==> images/clock_map.png <==
Scale bar: 20 µm.
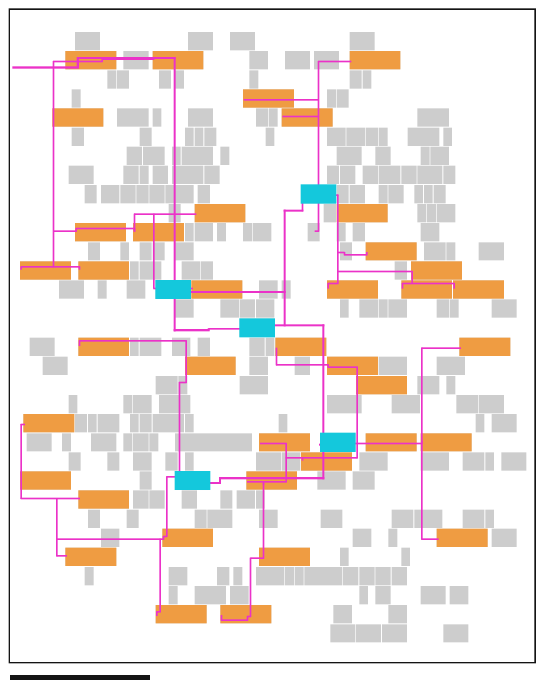
==> images/pins.png <==
Pins as bars across the die edge, other pins in grey.
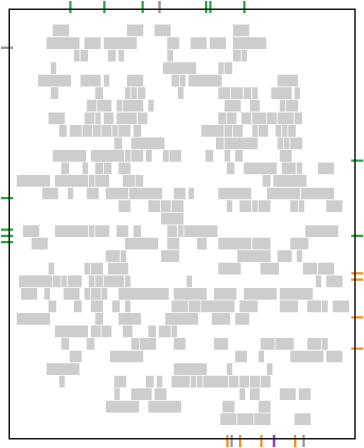
==> images/metal_stack.png <==
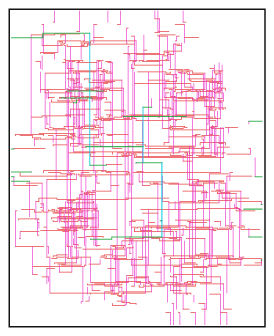
==> images/cell_classes.png <==
Fill, decap, tap and diode cells in grey.
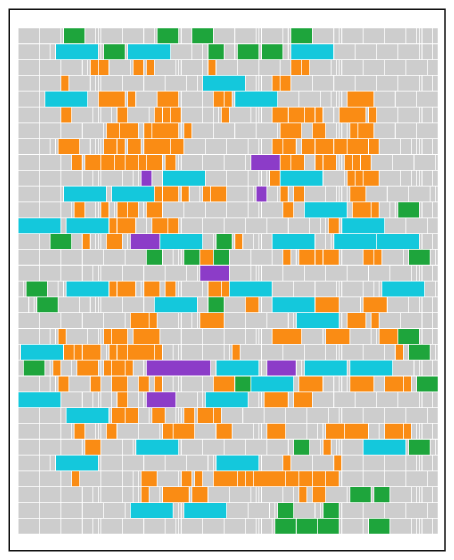
--- src/rtl/bcd_pkg.sv ---
// Shared constants and FSM encoding for the sequential binary-to-BCD converter.
// Provides the state type and default operand/digit sizes.
package bcd_pkg;

  localparam int BCD_WIDTH  = 8;
  localparam int BCD_DIGITS = 3;

  typedef enum logic [1:0] {
    IDLE  = 2'd0,
    SHIFT = 2'd1,
    DONE  = 2'd2
  } state_e;

endpackage

--- src/rtl/bcd_add3_cell.sv ---
// Double-dabble correction cell: adds 3 to a BCD digit of 5..9.
// Ports: in_nib (4-bit digit in), out_nib (4-bit corrected digit out).
module bcd_add3_cell (
  input  logic [3:0] in_nib,
  output logic [3:0] out_nib
);

  // Codes 10..15 are not legal digits; they map to 0.
  always_comb begin
    out_nib = 4'd0;
    unique case (1'b1)
      (in_nib < 4'd5):
        out_nib = in_nib;
      (in_nib >= 4'd5 && in_nib <= 4'd9):
        out_nib = in_nib + 4'd3;
      (in_nib > 4'd9):
        out_nib = 4'd0;
      default:
        out_nib = 4'd0;
    endcase
  end

endmodule

--- src/rtl/bin2bcd_seq.sv ---
// Sequential binary-to-BCD converter, one shift-and-add-3 step per clock.
// Ports: clk, rst (sync, active high), start, bin_in -> busy, done, bcd_out.
module bin2bcd_seq
  import bcd_pkg::*;
#(
  parameter int WIDTH  = BCD_WIDTH,
  parameter int DIGITS = BCD_DIGITS
) (
  input  logic                  clk,
  input  logic                  rst,
  input  logic                  start,
  input  logic [WIDTH-1:0]      bin_in,
  output logic                  busy,
  output logic                  done,
  output logic [4*DIGITS-1:0]   bcd_out
);

  localparam int BW = 4 * DIGITS;
  localparam int SW = BW + WIDTH;
  localparam int CW = $clog2(WIDTH + 1);
  localparam logic [CW-1:0] LAST = CW'(WIDTH - 1);

  state_e          state_q, state_d;
  logic [CW-1:0]   cnt_q, cnt_d;
  logic [SW-1:0]   sreg_q, sreg_d;
  logic [BW-1:0]   bcd_q, bcd_d;

  logic [BW-1:0]   adj;
  logic [SW-1:0]   shifted;

  for (genvar d = 0; d < DIGITS; d++) begin : g_cell
    bcd_add3_cell u_cell (
      .in_nib  (sreg_q[WIDTH + 4*d +: 4]),
      .out_nib (adj[4*d +: 4])
    );
  end

  // Correct all digits, then shift; binary MSB enters BCD bit 0.
  always_comb begin
    shifted = {adj, sreg_q[WIDTH-1:0]} << 1;
  end

  always_comb begin
    state_d = state_q;
    cnt_d   = cnt_q;
    sreg_d  = sreg_q;
    bcd_d   = bcd_q;
    unique case (state_q)
      IDLE: begin
        if (start) begin
          sreg_d  = {{BW{1'b0}}, bin_in};
          cnt_d   = '0;
          state_d = SHIFT;
        end
      end
      SHIFT: begin
        sreg_d = shifted;
        cnt_d  = cnt_q + 1'b1;
        if (cnt_q == LAST) begin
          bcd_d   = shifted[SW-1 -: BW];
          state_d = DONE;
        end
      end
      DONE: begin
        state_d = IDLE;
      end
      default: begin
        state_d = IDLE;
      end
    endcase
  end

  always_ff @(posedge clk) begin
    if (rst) begin
      state_q <= IDLE;
      cnt_q   <= '0;
      sreg_q  <= '0;
      bcd_q   <= '0;
    end else begin
      state_q <= state_d;
      cnt_q   <= cnt_d;
      sreg_q  <= sreg_d;
      bcd_q   <= bcd_d;
    end
  end

  assign busy    = (state_q != IDLE);
  assign done    = (state_q == DONE);
  assign bcd_out = bcd_q;

endmodule

--- config.mk ---
export PLATFORM = sky130hd
export DESIGN_NAME = bin2bcd_seq
export DESIGN_NICKNAME = d
export VERILOG_FILES = /design/src/rtl/bcd_pkg.sv /design/src/rtl/bcd_add3_cell.sv /design/src/rtl/bin2bcd_seq.sv
export SDC_FILE = /design/constraint.sdc
export NUM_CORES = 1
export LEC_CHECK = 0
export ABC_CLOCK_PERIOD_IN_PS = 2200
export CAP_MARGIN = 15
export CORE_ASPECT_RATIO = 1.25
export CORE_UTILIZATION = 30
export DETAILED_ROUTE_END_ITERATION = 16
export PLACE_DENSITY = 0.44
export SYNTH_ARGS = -nofsm -noshare
export SYNTH_HDL_FRONTEND = slang
export SYNTH_SLANG_ARGS = --single-unit
--- constraint.sdc ---
create_clock -name clk -period 2.2 [get_ports clk]
set_input_delay 0.33 -clock clk [delete_from_list [all_inputs] [get_ports clk]]
set_output_delay 0.33 -clock clk [all_outputs]
set_load 0.05 [all_outputs]
==> impl_metrics.toml <==
# generated from flow reports
[layout]
layout.cells.most_common_list = "sky130_fd_sc_hd__dfxtp_1, sky130_fd_sc_hd__nor2_1, sky130_fd_sc_hd__clkdlybuf4s50_1"
comb_area_share_pct = 45.17
layout.cells.non_filler = 349
final_common_cell = "sky130_fd_sc_hd__dfxtp_1"
sequential_cell_total = 38
signal_buffers = 33

[synth]
yosysChipArea_um2 = 1981
async_flop_share_pct = 0
yosys-top-cells-count = "sky130_fd_sc_hd__dfxtp_1, sky130_fd_sc_hd__nor2_1, sky130_fd_sc_hd__inv_1"
post_synth_fa_ha_maj_area_fraction_pct = 4.422

[clocking]
htreeDepth = 2
cts.repair_timing.setup_buffer_count = 0

[pwr]
cell_internal_pwr_uw = 1104
power.ir.vdd_worst_v = 0.0003146
power.combinational.fraction_pct = 9.5
power.sequential.total_uw = 719

[worst_setup_path]
critical_path_cell_count = 1
critical_path.reg2reg.startpoint = "sreg_q[8]$_SDFFE_PP0P_"

[outcome]
status = "completed"

[die]
chip_area_um2 = 6933

[detailed_routing]
wl_met3_um = 145

[final_timing]
report.final.slew_viol_count = 0
Back to the opening pictures, clock_map.png:
- cells driving clock nets: cyan (count 5)
- clock wires: magenta (length 575 µm)
- flip-flops: orange (count 38)
- routed clock nets: 6
total clock network power: 593 µW
Clk pwr share: 40.9%
later-pin clock latency in the skew report: 300 ps

Back to the opening pictures, pins.png:
- `done`: purple (pins 1; direction output; edge bottom)
- `bin_in`: orange (pins 8; direction input; edge 4 bottom, 4 right)
- `bcd_out`: green (pins 12; direction output; edge 6 top, 4 left, 2 right)
- all pins by edge: 7 top, 7 bottom, 6 right, 5 left
Die Width: 74.68 µm
quantity of I/O buffers inserted on ports: 24

Back to the opening pictures, metal_stack.png:
- met2: magenta (wire length 2350 µm)
- met4: cyan (wire length 76.8 µm)
- met3: green (wire length 146 µm)
- met1: red (wire length 2350 µm)
Detailed Route WL: 4927 µm
via count: 1755

Back to the opening pictures, cell_classes.png:
- other buffers and delay cells: green (cells 33)
- all other logic: orange (cells 185)
- flip-flops: cyan (cells 38)
- clock drivers and dummy loads: purple (cells 8)
utilization after layout: 38.73%
floorplan core area: 6286 µm²

## worst reg2reg max path: stages (launching register included)
cell	delay [ps]
sky130_fd_sc_hd__dfxtp_1	440
sky130_fd_sc_hd__inv_1	90
sky130_fd_sc_hd__ha_1	280
sky130_fd_sc_hd__or2b_1	260
sky130_fd_sc_hd__a32o_1	230
sky130_fd_sc_hd__a211oi_1	240
sky130_fd_sc_hd__nor3_1	80
## flip-flops by register name, summed over array words and instances (netlist names)
register  count
bcd_out      12
sreg_q       20
cnt_q         4
state_q       2
## logic make-up (layout without fill, tap and decap cells)
kind of cell	count (synthesis)	after routing
AND-OR/OR-AND	62	62
adder cells (fa/ha/maj)	7	7
buffers and inverters	26	56
flip-flops	38	38
multiplexers	1	1
AND/OR/NAND/NOR	100	100
Power and IR drop assume default switching activity.
